==> run_1/floorplan.png <==
The bar under the picture is 100 um long. Pins as bars on the die edge. Tap cells in grey.
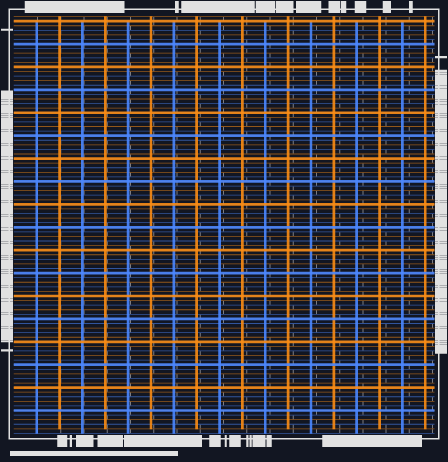
==> run_1/class_map.png <==
The bar under the picture is 100 um long.
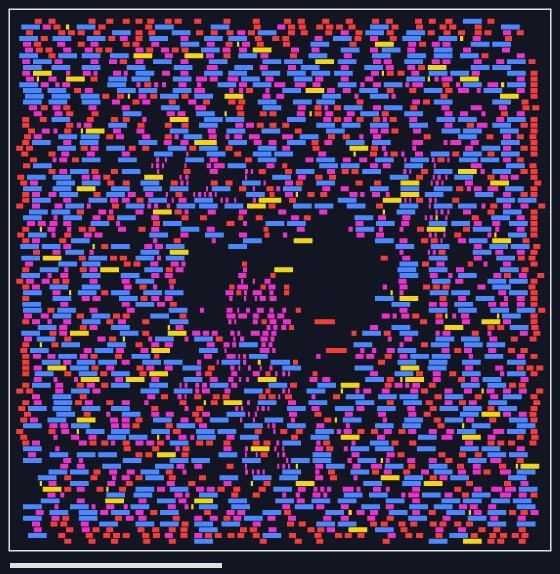
==> run_1/clock_wires.png <==
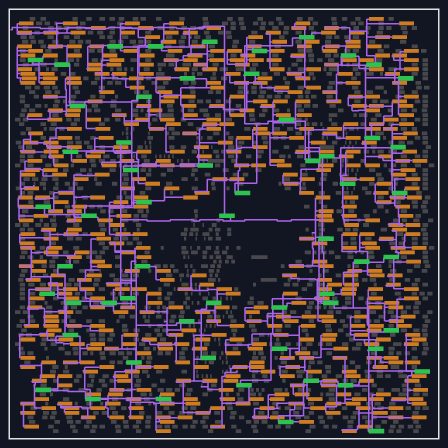
--- src/rtl/cache_pkg.sv ---
// cache_pkg: shared cache geometry defaults and line-fill FSM state encoding.
package cache_pkg;
    localparam int WORD_SIZE        = 32;
    localparam int BLOCK_SIZE       = 512;
    localparam int NUM_SEGMENTS     = 16;
    localparam int NUM_SEGMENTS_LOG = 4;
    typedef enum logic [1:0] {IDLE = 2'd0, FILL = 2'd1, DONE = 2'd2} lfb_state_t;
endpackage

--- src/rtl/line_fill_ctrl.sv ---
// line_fill_ctrl: fill FSM, beat counter, word-index generation and critical-word pulse.
// LFB_CRITICAL_WORD_FIRST_EN selects a wrapping burst starting at the requested offset.
module line_fill_ctrl
    import cache_pkg::*;
#(
    parameter int N_SEG = 16,
    parameter int N_LOG = 4
) (
    input  logic             clk,
    input  logic             rst,
    input  logic             fill_req,
    input  logic [N_LOG-1:0] fill_offset,
    input  logic             mem_rvalid,
    input  logic             blk_ready,
    output logic             mem_rready,
    output logic             fill_busy,
    output logic             blk_valid,
    output logic             beat_we,
    output logic [N_LOG-1:0] beat_idx,
    output logic             crit_hit,
    output logic             crit_valid
);
    lfb_state_t       state_q, state_d;
    logic [N_LOG-1:0] cnt_q, cnt_d;
    logic [N_LOG-1:0] off_q, off_d;
    logic             crit_valid_q;

    assign mem_rready = state_q == FILL;
    assign fill_busy  = state_q != IDLE;
    assign blk_valid  = state_q == DONE;
    assign beat_we    = mem_rready && mem_rvalid;
`ifdef LFB_CRITICAL_WORD_FIRST_EN
    assign beat_idx   = off_q + cnt_q;
`else
    assign beat_idx   = cnt_q;
`endif
    assign crit_hit   = beat_we && beat_idx == off_q;
    assign crit_valid = crit_valid_q;

    always_comb begin
        state_d = state_q;
        cnt_d   = cnt_q;
        off_d   = off_q;
        if (state_q == IDLE && fill_req) begin
            state_d = FILL;
            cnt_d   = '0;
            off_d   = fill_offset;
        end
        if (beat_we) begin
            cnt_d   = cnt_q + 1'b1;
            state_d = cnt_q == N_LOG'(N_SEG - 1) ? DONE : state_d;
        end
        // fill_req arriving with blk_ready in DONE is deliberately dropped
        if (state_q == DONE && blk_ready) state_d = IDLE;
    end

    always_ff @(posedge clk or posedge rst) begin
        if (rst) begin
            state_q      <= IDLE;
            cnt_q        <= '0;
            off_q        <= '0;
            crit_valid_q <= 1'b0;
        end else begin
            state_q      <= state_d;
            cnt_q        <= cnt_d;
            off_q        <= off_d;
            crit_valid_q <= crit_hit;
        end
    end
endmodule

--- src/rtl/line_fill_buffer.sv ---
// line_fill_buffer: assembles a cache line from memory beats and reports the critical word.
// LFB_CRITICAL_WORD_FIRST_EN (in line_fill_ctrl) selects wrapping critical-word-first order.
module line_fill_buffer #(
    parameter int WORD_SIZE        = cache_pkg::WORD_SIZE,
    parameter int BLOCK_SIZE       = cache_pkg::BLOCK_SIZE,
    parameter int NUM_SEGMENTS     = cache_pkg::NUM_SEGMENTS,
    parameter int NUM_SEGMENTS_LOG = cache_pkg::NUM_SEGMENTS_LOG
) (
    input  logic                        clk,
    input  logic                        rst,
    input  logic                        fill_req,
    input  logic [NUM_SEGMENTS_LOG-1:0] fill_offset,
    output logic                        fill_busy,
    input  logic [WORD_SIZE-1:0]        mem_rdata,
    input  logic                        mem_rvalid,
    output logic                        mem_rready,
    output logic [BLOCK_SIZE-1:0]       blk_data,
    output logic                        blk_valid,
    input  logic                        blk_ready,
    output logic [WORD_SIZE-1:0]        crit_word,
    output logic                        crit_valid
);
    logic                        beat_we, crit_hit;
    logic [NUM_SEGMENTS_LOG-1:0] beat_idx;
    logic [BLOCK_SIZE-1:0]       line_q;
    logic [WORD_SIZE-1:0]        crit_q;

    line_fill_ctrl #(.N_SEG(NUM_SEGMENTS), .N_LOG(NUM_SEGMENTS_LOG)) u_ctrl (
        .clk        (clk),
        .rst        (rst),
        .fill_req   (fill_req),
        .fill_offset(fill_offset),
        .mem_rvalid (mem_rvalid),
        .blk_ready  (blk_ready),
        .mem_rready (mem_rready),
        .fill_busy  (fill_busy),
        .blk_valid  (blk_valid),
        .beat_we    (beat_we),
        .beat_idx   (beat_idx),
        .crit_hit   (crit_hit),
        .crit_valid (crit_valid)
    );

    assign blk_data  = line_q;
    assign crit_word = crit_q;

    always_ff @(posedge clk or posedge rst) begin
        if (rst) begin
            line_q <= '0;
            crit_q <= '0;
        end else begin
            if (beat_we) line_q[beat_idx*WORD_SIZE +: WORD_SIZE] <= mem_rdata;
            if (crit_hit) crit_q <= mem_rdata;
        end
    end
endmodule

--- config.mk ---
export PLATFORM = sky130hd
export DESIGN_NAME = line_fill_buffer
export DESIGN_NICKNAME = d
export VERILOG_FILES = /design/src/rtl/cache_pkg.sv /design/src/rtl/line_fill_ctrl.sv /design/src/rtl/line_fill_buffer.sv
export SDC_FILE = /design/constraint.sdc
export NUM_CORES = 1
export LEC_CHECK = 0
export ABC_AREA = 0
export CAP_MARGIN = 20
export CELL_PAD_IN_SITES_DETAIL_PLACEMENT = 1
export CELL_PAD_IN_SITES_GLOBAL_PLACEMENT = 2
export CORE_MARGIN = 2
export CORE_UTILIZATION = 35
export CTS_BUF_LIST = sky130_fd_sc_hd__clkbuf_16
export CTS_CLUSTER_SIZE = 14
export DETAILED_ROUTE_END_ITERATION = 7
export PLACE_DENSITY_LB_ADDON = 0.1
export SLEW_MARGIN = 20
export SYNTH_ARGS = -nofsm -noshare
export SYNTH_HDL_FRONTEND = slang
export SYNTH_SLANG_ARGS = --single-unit
--- constraint.sdc ---
create_clock -name clk -period 41.6 [get_ports clk]
set_clock_uncertainty 0.05 [all_clocks]
set_input_delay 4.16 -clock clk [delete_from_list [all_inputs] [get_ports clk]]
set_output_delay 4.16 -clock clk [all_outputs]
set_load 0.05 [all_outputs]
==> out/results.md, run 1 <==
| Parameter | This run | Unit |
|:---|:---|:---|
| GRT Util Overall | 0.239 | - |
| Number of max-cap violations | 0 | - |
| Root buffer selected by CTS | sky130_fd_sc_hd__clkbuf_16 | - |
| Register share of total power | 0.296 | - |
| Power density over cell area | 91.6 | nW/um^2 |
| Wire length of the first global-routing pass | 112000 | um |
| Area fraction in full adders, half adders and majority gates | 0.00286 | - |
| Cells in synth_stat.txt | 1461 | - |
| Number of unique standard cell types used by synthesis | 38 | - |
| Routed vias | 14459 | - |
| First element of the critical path | mem_rvalid | - |
| Multiplexer share | 0.270 | - |
| Unrepaired setup endpoints after global routing | no | - |
| Aoi share | 0.0107 | - |
| Area after detailed placement | 28700 | um^2 |
| Pre-Place Util | 0.354 | - |
| Initial antenna violation count | 9 | - |
| Warning total across the stage logs | 32 | - |
| Via count normalized by instance count | 4.92 | - |
| Post-Route Setup TNS | 0 | ps |
| Count of cells along the worst register-to-register path | 8 | - |
| Minimum hold slack | 429 | ps |
| Run status | complete, no violations | - |
| Filler Cell Count | 6151 | - |
| Worst-Margin Slew | 1110 | ps |
| Met3 WL post-DR | 5580 | um |
| WL final | 77900 | um |
| Max-Slew Margin vs Limit | 0.254 | - |
| Most crowded layer after global routing | met2 | - |
| Net switching share of the total power | 0.469 | - |
| Met2 wire len | 38800 | um |
| Max Root-Sink Buffers | 3 | - |
| CTS tree | done | - |
| CP max FO | 21 | - |
| Clock-pin slew on the worst setup and hold paths | 60 | ps |
Back to the opening pictures, floorplan.png:
legend:
  orange:
    net: VDD
  blue:
    net: VSS
met4 straps: 18
met1 rails: 92
rows: 91
die width: 254 um
worst voltage drop across the vdd grid: 42.8 uV
total core area: 61800 um^2
vertical die dimension: 254 um

Back to the opening pictures, class_map.png:
legend:
  blue:
    class: sequential cells
    cells: 555
    share_of_their_area: 47%
  red:
    class: remaining buffers and delay cells
    cells: 614
    share_of_their_area: 21%
  magenta:
    class: remaining logic cells
    cells: 820
    share_of_their_area: 26%
  yellow:
    class: clock drivers and dummy loads
    cells: 106
    share_of_their_area: 6.0%
Layout Cell Area excl Fill: 30500 um^2
flop share of the area: 0.455
site row count: 91
final core area utilization: 0.494

Back to the opening pictures, clock_wires.png:
legend:
  orange:
    item: flip-flops
    count: 555
  purple:
    item: clock wires
    length: 7420 um
  green:
    item: clock-net drivers
    count: 59
flops lie: widely spread
routed clock nets: 60
power attributed to the clock group: 0.000487 W
Insertion Delay late pin: 600 ps
clock share of power: 0.174

[run 1: placed cells by master, fill, tap and decap left out, types with 3 or more instances in the layout]
master                            count
sky130_fd_sc_hd__nand2_2              4
sky130_fd_sc_hd__nor2_1               5
sky130_fd_sc_hd__xnor2_1              5
sky130_fd_sc_hd__dfrtp_1            554
sky130_fd_sc_hd__ha_1                 4
sky130_fd_sc_hd__diode_2              6
sky130_fd_sc_hd__nand2_1             70
sky130_fd_sc_hd__buf_4               22
sky130_fd_sc_hd__clkdlybuf4s50_1    588
sky130_fd_sc_hd__clkinv_1            18
sky130_fd_sc_hd__and3_1              64
sky130_fd_sc_hd__mux2_4              30
sky130_fd_sc_hd__clkinv_2             5
sky130_fd_sc_hd__nor2_4               3
sky130_fd_sc_hd__nor3_1               4
sky130_fd_sc_hd__inv_1               24
sky130_fd_sc_hd__and2_1              64
sky130_fd_sc_hd__nor2b_1              4
sky130_fd_sc_hd__clkbuf_16           61
sky130_fd_sc_hd__nand4_1              5
sky130_fd_sc_hd__o21ai_0             39
sky130_fd_sc_hd__nand3_2              5
sky130_fd_sc_hd__mux2_2             485
[run 1: cell usage after synthesis (all sizes together)]
master / instances / area (um^2)
nand4b: 1 / 8.76
o311ai: 1 / 8.76
and3: 64 / 400
or3: 1 / 6.26
xnor2: 5 / 43.8
nor3b: 3 / 27.5
o31ai: 1 / 7.51
or2: 2 / 12.5
ha: 5 / 62.6
nand3: 5 / 25.0
or4b: 1 / 10.0
nor3: 6 / 30.0
inv: 5 / 18.8
nor2: 8 / 30.0
nand2: 74 / 278
nand3b: 1 / 7.51
and2: 64 / 400
clkbuf: 59 / 221
mux2: 516 / 5920
o21a: 1 / 7.51
a31oi: 1 / 6.26
buf: 27 / 169
nor4: 2 / 12.5
nor4b: 2 / 17.5
a22o: 1 / 8.76
nor2b: 5 / 31.3
o21ai: 39 / 195
dfrtp: 555 / 13900
and3b: 1 / 8.76
nand4: 5 / 31.3
[run 1: worst min path at each step]
stage | slack, ps | from | to | cells past startpoint
3_5_place_dp | 420 | blk_data[20]$_DFFE_PP0P_ | blk_data[20]$_DFFE_PP0P_ | 2
3_3_place_gp | 410 | blk_data[24]$_DFFE_PP0P_ | blk_data[24]$_DFFE_PP0P_ | 2
4_1_cts | 430 | blk_data[20]$_DFFE_PP0P_ | blk_data[20]$_DFFE_PP0P_ | 2
2_1_floorplan | 450 | u_ctrl.off_q[0]$_DFFE_PP0P_ | u_ctrl.off_q[0]$_DFFE_PP0P_ | 1
6_report | 430 | blk_data[21]$_DFFE_PP0P_ | blk_data[21]$_DFFE_PP0P_ | 2
5_1_grt | 460 | blk_data[474]$_DFFE_PP0P_ | blk_data[474]$_DFFE_PP0P_ | 1
[run 1: cell type report]
type	count	area [um^2]	share of cell area
clock inverters	45	228	0.00746
diodes	6	15.0	0.000492
repair buffers	614	6130	0.201
multi-input cells	815	7680	0.251
well taps	837	1050	0.0343
inverters	5	26.3	0.000860
clock buffers	61	1530	0.0500
flip-flops and latches	555	13900	0.455
[run 1: critical path, delay by kind of cell]
family,cells,cell delay (ps)
muxes,1,360
and+or+nand+nor,3,1720
buffers and inverters,2,860
--- run 2 (diff from run 1) ---
CORE_UTILIZATION = 30   (was 35)
clock period = 5.8 ns   (was 41.6 ns; I/O delays follow)
==> run_2/layers.png <==
The bar under the picture is 100 um long. Two of the layers only.
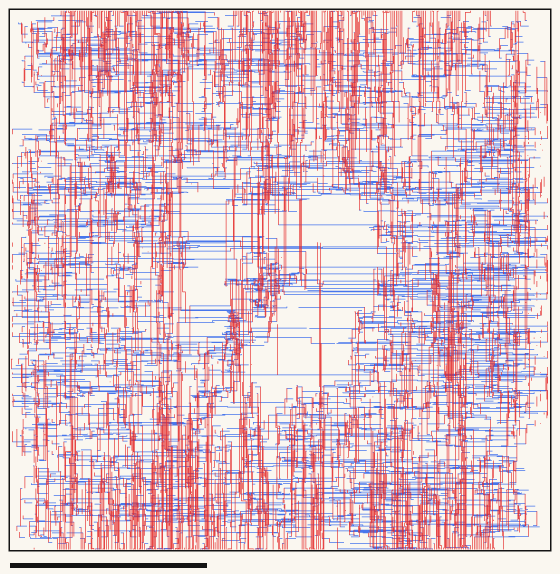
legend:
  blue:
    layer: M1
    wire_length: 32.6 mm
  red:
    layer: M2
    wire_length: 40.9 mm
WL final: 80900 um
routed vias: 14527
mean routed wirelength per cell: 26.4 um
GRT Util Overall: 0.214

==> run 2 against run 1 <==
Effect of this change: sequential share of layout area shrank 0.70 points; clock-buffer cell count grew 10; cell count grew 4.5%; final area grew 1.6%; clock power grew to 8.0 times the previous value; sequential power grew to 7.2 times the previous value; combinational power grew to 7.2 times the previous value; core utilization shrank 6.7 points; register-to-register slack lost 36000 ps; sequential cell count is the same; via count grew 0.47%.
==> out/results.md, run 2 <==
| Parameter | This run | Unit | Change |
|:---|:---|:---|:---|
| Endpoint type of the worst setup path | flip-flop | - | unchanged |
| Total core area | 72600 | um^2 | was 61800 um^2 |
| Top cell area share | 0.634 | - | unchanged |
| Combinational power share | 0.517 | - | was 0.530 |
| Most frequent standard cell in the layout excluding fill and tap cells | sky130_fd_sc_hd__clkdlybuf4s50_1 | - | unchanged |
| Post-Route Setup TNS | 0 | ps | unchanged |
| Via count normalized by instance count | 4.73 | - | was 4.92 |
| Initial antenna violation count | 5 | - | was 9 |
| Worst path max stage delay | 1000 | ps | was 740 ps |
| Worst voltage drop across the vdd grid | 294 | uV | was 42.8 uV |
| Top library cells by usage in the layout, fill and taps aside | 588 x sky130_fd_sc_hd__clkdlybuf4s50_1, 554 x sky130_fd_sc_hd__dfrtp_1, 485 x sky130_fd_sc_hd__mux2_2 | - | unchanged |
| Register share of total power | 0.292 | - | was 0.296 |
| Worst-Margin Slew | 1120 | ps | was 1110 ps |
| Count of library flops with an enable pin | 0 | - | unchanged |
| Net count reported at finish | 2108 | - | was 2096 |
| Wire length of the first global-routing pass | 116000 | um | was 112000 um |
| WP data required | 6220 | ps | was 42040 ps |
| Root buffer selected by CTS | sky130_fd_sc_hd__clkbuf_16 | - | unchanged |
| Share of flip-flops with an asynchronous set or reset after synthesis | 1.00 | - | unchanged |
| Layout Cell Area excl Fill | 31000 | um^2 | was 30500 um^2 |
| Power density over cell area | 661 | nW/um^2 | was 91.6 nW/um^2 |
| Site row count | 99 | - | was 91 |
| Max-Slew Margin vs Limit | 0.246 | - | was 0.254 |
| Post-synth top flop | sky130_fd_sc_hd__dfrtp_1 | - | unchanged |
| Vias in the first global route | 15981 | - | was 15748 |
| Number of design rule violations left after detail routing | 0 | - | unchanged |
| Fraction of the yosys area taken by sequential cells | 0.634 | - | unchanged |
| Die width | 274 | um | was 254 um |
| Max Root-Sink Buffers | 3 | - | unchanged |
| Post-synth top cells | 555 x sky130_fd_sc_hd__dfrtp_1, 485 x sky130_fd_sc_hd__mux2_2, 74 x sky130_fd_sc_hd__nand2_1, 64 x sky130_fd_sc_hd__and2_1, 64 x sky130_fd_sc_hd__and3_1 | - | unchanged |
| Area after detailed placement | 29000 | um^2 | was 28700 um^2 |
| Pre-Place Util | 0.302 | - | was 0.354 |
| Synthesis Warnings | 0 | - | unchanged |
| CP max FO | 45 | - | was 21 |
| Count of buffers inserted at the top-level ports | 588 | - | unchanged |
| Cells in synth_stat.txt | 1461 | - | unchanged |
| Vertical die dimension | 274 | um | was 254 um |
| Count of pins over their slew limit | 0 | - | unchanged |
| Maximum number of pins on one net before global-route repair | 148 | - | was 113 |
| Run status | complete, no violations | - | unchanged |
| Flip-flop count of the largest register, all copies and words added | 512 | - | unchanged |
| Warning total across the stage logs | 36 | - | was 32 |
| Yosys top cell by area | sky130_fd_sc_hd__dfrtp_1 | - | unchanged |
| Most instantiated library cell after synthesis | sky130_fd_sc_hd__dfrtp_1 | - | unchanged |
| Unrepaired setup endpoints after global routing | no | - | unchanged |
| Quantity of hold-fixing buffers added after cts | 0 | - | unchanged |
| YS chip area | 21900 | um^2 | unchanged |
| Number of unique standard cell types used by synthesis | 38 | - | unchanged |
| RD Place Congestion | 0.762 | - | was 0.784 |
| Number of max-cap violations | 0 | - | unchanged |
| Clock-pin slew on the worst setup and hold paths | 60 | ps | about the same |
| Net switching share of the total power | 0.465 | - | was 0.469 |
| Placed Cells | 2951 | - | was 2825 |
| CTS tree | done | - | unchanged |
| Largest cells by area after synthesis | sky130_fd_sc_hd__dfrtp_1 63%, sky130_fd_sc_hd__mux2_2 25%, sky130_fd_sc_hd__mux2_4 2.1% | - | unchanged |
==> run_2/clock_wires.png <==
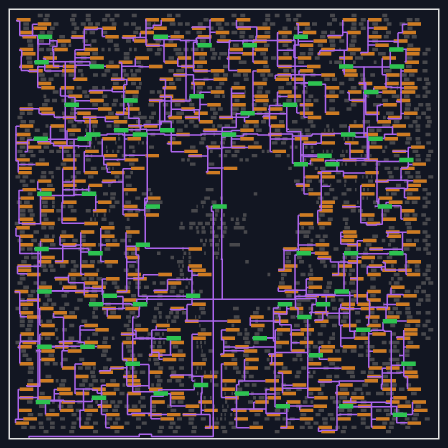
legend:
  purple:
    item: clock wires
    length: 8060 um
  green:
    item: clock-net drivers
    count: 67
  orange:
    item: flip-flops
    count: 555
routed clock nets: 68
Insertion Delay late pin: 580 ps
power attributed to the clock group: 0.00392 W
clock share of power: 0.191

-- run 2: cell counts after synthesis --
Identical to the previous run, type by type.
-- run 2: path summary, 6_finish.rpt --
| kind | start | endpoint | cells after the start |
|---|---|---|---|
| max in group asynchronous | rst | blk_data[223]$_DFFE_PP0P_ | 4 |
| min in group asynchronous | rst | blk_data[65]$_DFFE_PP0P_ | 3 |
| min | blk_data[28]$_DFFE_PP0P_ | blk_data[28]$_DFFE_PP0P_ | 2 |
| min reg2reg | blk_data[28]$_DFFE_PP0P_ | blk_data[28]$_DFFE_PP0P_ | 2 |
| max reg2reg | u_ctrl.beat_idx[0]$_DFFE_PP0P_ | blk_data[265]$_DFFE_PP0P_ | 7 |
| max | u_ctrl.beat_idx[0]$_DFFE_PP0P_ | blk_data[265]$_DFFE_PP0P_ | 7 |
-- run 2: stage by stage --
stage	utilization	worst slack [ps]	power [W]	hold slack [ps]
final	0.427	1520	0.0205	430
after floorplan	-	-2380	0.0126	452
after global placement	0.399	1560	0.0166	413
after detailed placement	0.399	1490	0.0168	423
after CTS	0.427	1460	0.0208	437
after global routing	0.427	1330	0.0214	456
-- run 2: logic make-up after synthesis --
| logic type | synth area share |
|---|---|
| and+or+nand+nor | 0.0611 |
| AOI/OAI and AO/OA | 0.0107 |
| muxes | 0.270 |
| adders and majority gates | 0.00286 |
| xor gates and xnor gates | 0.00200 |
| buffers and inverters | 0.0187 |
| DFF | 0.634 |
-- run 2: power by group through the flow --
stage,clock [W],combinational (W),sequential (W)
after floorplan,0,0.00229,0.0103
after global placement,0,0.0106,0.00598
after detailed placement,0,0.0107,0.00604
after CTS,0.00406,0.0107,0.00599
after global routing,0.00420,0.0110,0.00616
final,0.00392,0.0106,0.00598
-- run 2: cell type report --
type                       count  area [um^2]
timing repair buffer         618         6200
multi-input combinational    815         7680
clock inverter                47          248
tap                          959         1200
sequential                   555        13900
antenna                        1         2.50
fill                        7393        41600
inverter                       5         22.5
clock buffer                  71         1780
-- run 2: critical path, delay by kind of cell (launching register included) --
kind | cells | cell delay, ps
AND/OR/NAND/NOR | 2 | 1530
multiplexers | 1 | 320
adder cells (fa/ha/maj) | 1 | 290
buffers and inverters | 2 | 620
XOR/XNOR | 1 | 310
flip-flops | 1 | 1000
-- run 2: layer usage --
metal  vias to the layer above  routed length (um)  global-route usage
met5                         -                   0                   0
met4                         0                1680              0.0515
met3                        82                5780              0.0670
met2                       416               40900               0.370
met1                      7704               32600               0.258
li1                       6325                   -                   -
--- run 3 (diff from run 2) ---
CORE_UTILIZATION = 33   (was 30)
clock period = 4.4 ns   (was 5.8 ns; I/O delays follow)
==> run_3/layers.png <==
The bar under the picture is 100 um long. Two of the layers only.
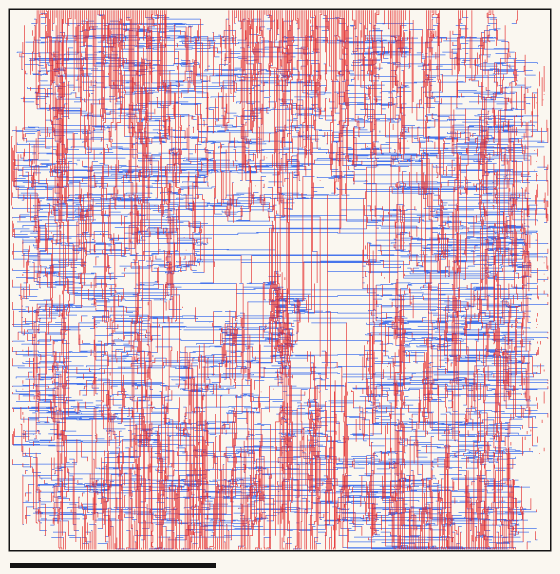
legend:
  blue:
    layer: M1
    wire_length: 33.2 mm
  red:
    layer: M2
    wire_length: 39.5 mm
GRT Util Overall: 0.233
routed vias: 14524
mean routed wirelength per cell: 27.1 um
WL final: 80800 um

==> run 3 against run 2 <==
Effect of this change: global-route usage is 1.9 points higher; via count hardly changed; wire length down 0.16%; register-to-register slack lost 610 ps; sequential power grew 31%; cell count shrank 2.8%; fmax increased by 23%; final area shrank 0.22%; non-clock buffer count up 12.
==> out/results.md, run 3 <==
| Parameter | This run | Unit | Change |
|:---|:---|:---|:---|
| Run status | complete, no violations | - | unchanged |
| FF/Latch Area | 13900 | um^2 | unchanged |
| H-tree levels | 3 | - | unchanged |
| Count of buffers inserted at the top-level ports | 588 | - | unchanged |
| Synthesis Warnings | 0 | - | unchanged |
| Most instantiated library cell after synthesis | sky130_fd_sc_hd__dfrtp_1 | - | unchanged |
| Yosys top cell by area | sky130_fd_sc_hd__dfrtp_1 | - | unchanged |
| Met2 wire len | 39500 | um | was 40900 um |
| Die width | 262 | um | was 274 um |
| Fraction of the yosys area taken by sequential cells | 0.634 | - | unchanged |
| Power density over cell area | 871 | nW/um^2 | was 661 nW/um^2 |
| CP Buf/Inv Count | 2 | - | unchanged |
| RD Place Congestion | 0.805 | - | was 0.762 |
| Leakage power | 14.7 | nW | was 14.6 nW |
| Area grow syn2layout | 41.3 | % | was 41.6% |
| Met3 WL post-DR | 5870 | um | was 5780 um |
| Share of flip-flops with an asynchronous set or reset after synthesis | 1.00 | - | unchanged |
| Number of unique standard cell types used by synthesis | 38 | - | unchanged |
| Number of max-cap violations | 0 | - | unchanged |
| Unrepaired setup endpoints after global routing | no | - | unchanged |
| Count of pins over their slew limit | 0 | - | unchanged |
| CTS tree | done | - | unchanged |
| Root buffer selected by CTS | sky130_fd_sc_hd__clkbuf_16 | - | unchanged |
| Flip-flop count of the largest register, all copies and words added | 512 | - | unchanged |
| Post-synth top flop | sky130_fd_sc_hd__dfrtp_1 | - | unchanged |
| Count of library flops with an enable pin | 0 | - | unchanged |
| Maximum number of pins on one net before global-route repair | 105 | - | was 148 |
| Mean post-synth cell area | 15.0 | um^2 | unchanged |
| Top cell area share | 0.634 | - | unchanged |
| Number of DRC violations after detailed-routing iteration 0 | 683 | - | was 599 |
| YS chip area | 21900 | um^2 | unchanged |
| Largest cells by area after synthesis | sky130_fd_sc_hd__dfrtp_1 63%, sky130_fd_sc_hd__mux2_2 25%, sky130_fd_sc_hd__mux2_4 2.1% | - | unchanged |
| Netlist area before placement | 21900 | um^2 | unchanged |
| Insertion Delay late pin | 590 | ps | was 580 ps |
| Most frequent standard cell in the layout excluding fill and tap cells | sky130_fd_sc_hd__clkdlybuf4s50_1 | - | unchanged |
| Post-synth regs | 555 | - | unchanged |
| Worst path max stage delay | 750 | ps | was 1000 ps |
| Via count normalized by instance count | 4.87 | - | was 4.73 |
| Area occupied by multi-input gates | 7680 | um^2 | unchanged |
| Worst voltage drop across the vdd grid | 411 | uV | was 294 uV |
| Post-synth top cells | 555 x sky130_fd_sc_hd__dfrtp_1, 485 x sky130_fd_sc_hd__mux2_2, 74 x sky130_fd_sc_hd__nand2_1, 64 x sky130_fd_sc_hd__and2_1, 64 x sky130_fd_sc_hd__and3_1 | - | unchanged |
| WP data required | 4820 | ps | was 6220 ps |
| Overall power consumption | 0.0269 | W | was 0.0205 W |
| CP max FO | 21 | - | was 45 |
| Max-Slew Margin vs Limit | 0.271 | - | was 0.246 |
| Vertical die dimension | 262 | um | was 274 um |
| Number of design rule violations left after detail routing | 0 | - | unchanged |
| Quantity of hold-fixing buffers added after cts | 0 | - | unchanged |
| DRT met1 WL | 33200 | um | was 32600 um |
| Family with the most delay on the worst path | simple AND/OR/NAND/NOR gates | - | unchanged |
| Site row count | 94 | - | was 99 |
| Clock-pin slew on the worst setup and hold paths | 60 | ps | about the same |
| Initial antenna violation count | 4 | - | was 5 |
| Wire length of the first global-routing pass | 115000 | um | was 116000 um |
| Estimated wirelength of the detail-placed design | 57800 | um | was 56900 um |
| Cells in synth_stat.txt | 1461 | - | unchanged |
| Total core area | 65700 | um^2 | was 72600 um^2 |
| Minimum hold slack | 363 | ps | was 430 ps |
| Num CTS Buffers | 66 | - | was 67 |
| Endpoint type of the worst setup path | flip-flop | - | unchanged |
| Final antenna-violating net count | 0 | - | unchanged |
| Warning total across the stage logs | 33 | - | was 36 |
| Pre-Place Util | 0.333 | - | was 0.302 |
| Top library cells by usage in the layout, fill and taps aside | 588 x sky130_fd_sc_hd__clkdlybuf4s50_1, 554 x sky130_fd_sc_hd__dfrtp_1, 485 x sky130_fd_sc_hd__mux2_2 | - | unchanged |
| Max Root-Sink Buffers | 3 | - | unchanged |
| Highest metal used | met4 | - | unchanged |
| Net count reported at finish | 2119 | - | was 2108 |
| Net count of the mapped netlist | 1507 | - | unchanged |
| Worst-Margin Slew | 1080 | ps | was 1120 ps |
==> run_3/class_map.png <==
The bar under the picture is 100 um long.
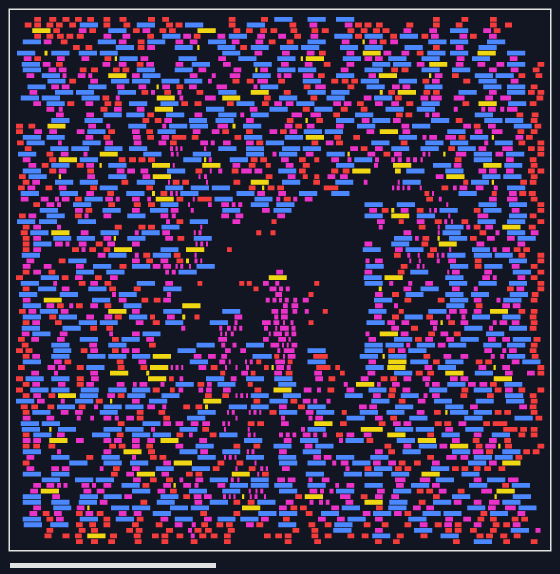
legend:
  red:
    class: remaining buffers and delay cells
    cells: 630
    share_of_their_area: 21%
  magenta:
    class: remaining logic cells
    cells: 820
    share_of_their_area: 26%
  yellow:
    class: clock drivers and dummy loads
    cells: 113
    share_of_their_area: 6.6%
  blue:
    class: sequential cells
    cells: 555
    share_of_their_area: 47%
final core area utilization: 0.471
Layout Cell Area excl Fill: 30900 um^2

-- run 3: final cells by class --
class / instances / area share
inverters: 5 / 0.000728
repair buffers: 630 / 0.203
multi-input cells: 815 / 0.248
clock inverters: 42 / 0.00651
clock buffers: 71 / 0.0574
well taps: 864 / 0.0349
diodes: 3 / 0.000243
flip-flops and latches: 555 / 0.449
-- run 3: through the flow --
step	utilization	worst slack (ps)	instances	cell area, um^2	TNS [ps]
finish	0.471	912	2985	30900	0
global route	0.471	707	2984	30900	0
CTS	0.471	894	2982	30900	0
detailed placement	0.441	914	2869	29000	0
global placement	0.441	1000	2869	29000	0
floorplan	-	-3640	1461	21900	-2022300
-- run 3: worst paths after layout --
check | start | endpoint | cells past startpoint
max in group asynchronous | rst | blk_data[432]$_DFFE_PP0P_ | 3
min | rst | blk_data[326]$_DFFE_PP0P_ | 2
min reg2reg | blk_data[27]$_DFFE_PP0P_ | blk_data[27]$_DFFE_PP0P_ | 2
max | u_ctrl.beat_idx[1]$_DFFE_PP0P_ | blk_data[263]$_DFFE_PP0P_ | 7
max reg2reg | u_ctrl.beat_idx[1]$_DFFE_PP0P_ | blk_data[263]$_DFFE_PP0P_ | 7
min in group clk | fill_offset[0] | u_ctrl.off_q[0]$_DFFE_PP0P_ | 2
-- run 3: cell families after synthesis --
logic type,synth area share
flops,0.634
mux,0.270
simple gates,0.0611
buf+inv,0.0187
compound gates,0.0107
xor+xnor,0.00200
fa+ha+maj,0.00286
-- run 3: where the power goes --
part | total [W] | internal [W] | leakage, nW | switching [W]
logic | 0.0140 | 0.00466 | 6.08 | 0.00938
registers | 0.00784 | 0.00682 | 7.56 | 0.00103
clock network | 0.00506 | 0.00294 | 1.04 | 0.00213
total | 0.0269 | 0.0144 | 14.7 | 0.0125
-- run 3: worst reg2reg max path: stages (launching register included) --
cell and delay (ps):
sky130_fd_sc_hd__dfrtp_1 580, sky130_fd_sc_hd__inv_1 140, sky130_fd_sc_hd__ha_2 230, sky130_fd_sc_hd__xnor2_1 300, sky130_fd_sc_hd__or4b_1 680, sky130_fd_sc_hd__or3_2 750
sky130_fd_sc_hd__buf_12 300, sky130_fd_sc_hd__mux2_4 350
-- run 3: routing by layer --
layer,global-route usage,vias up
met2,0.387,433
met1,0.290,7654
met5,0,-
li1,-,6333
met3,0.0728,104
met4,0.0705,0
Power is estimated from default activity; no workload was simulated.
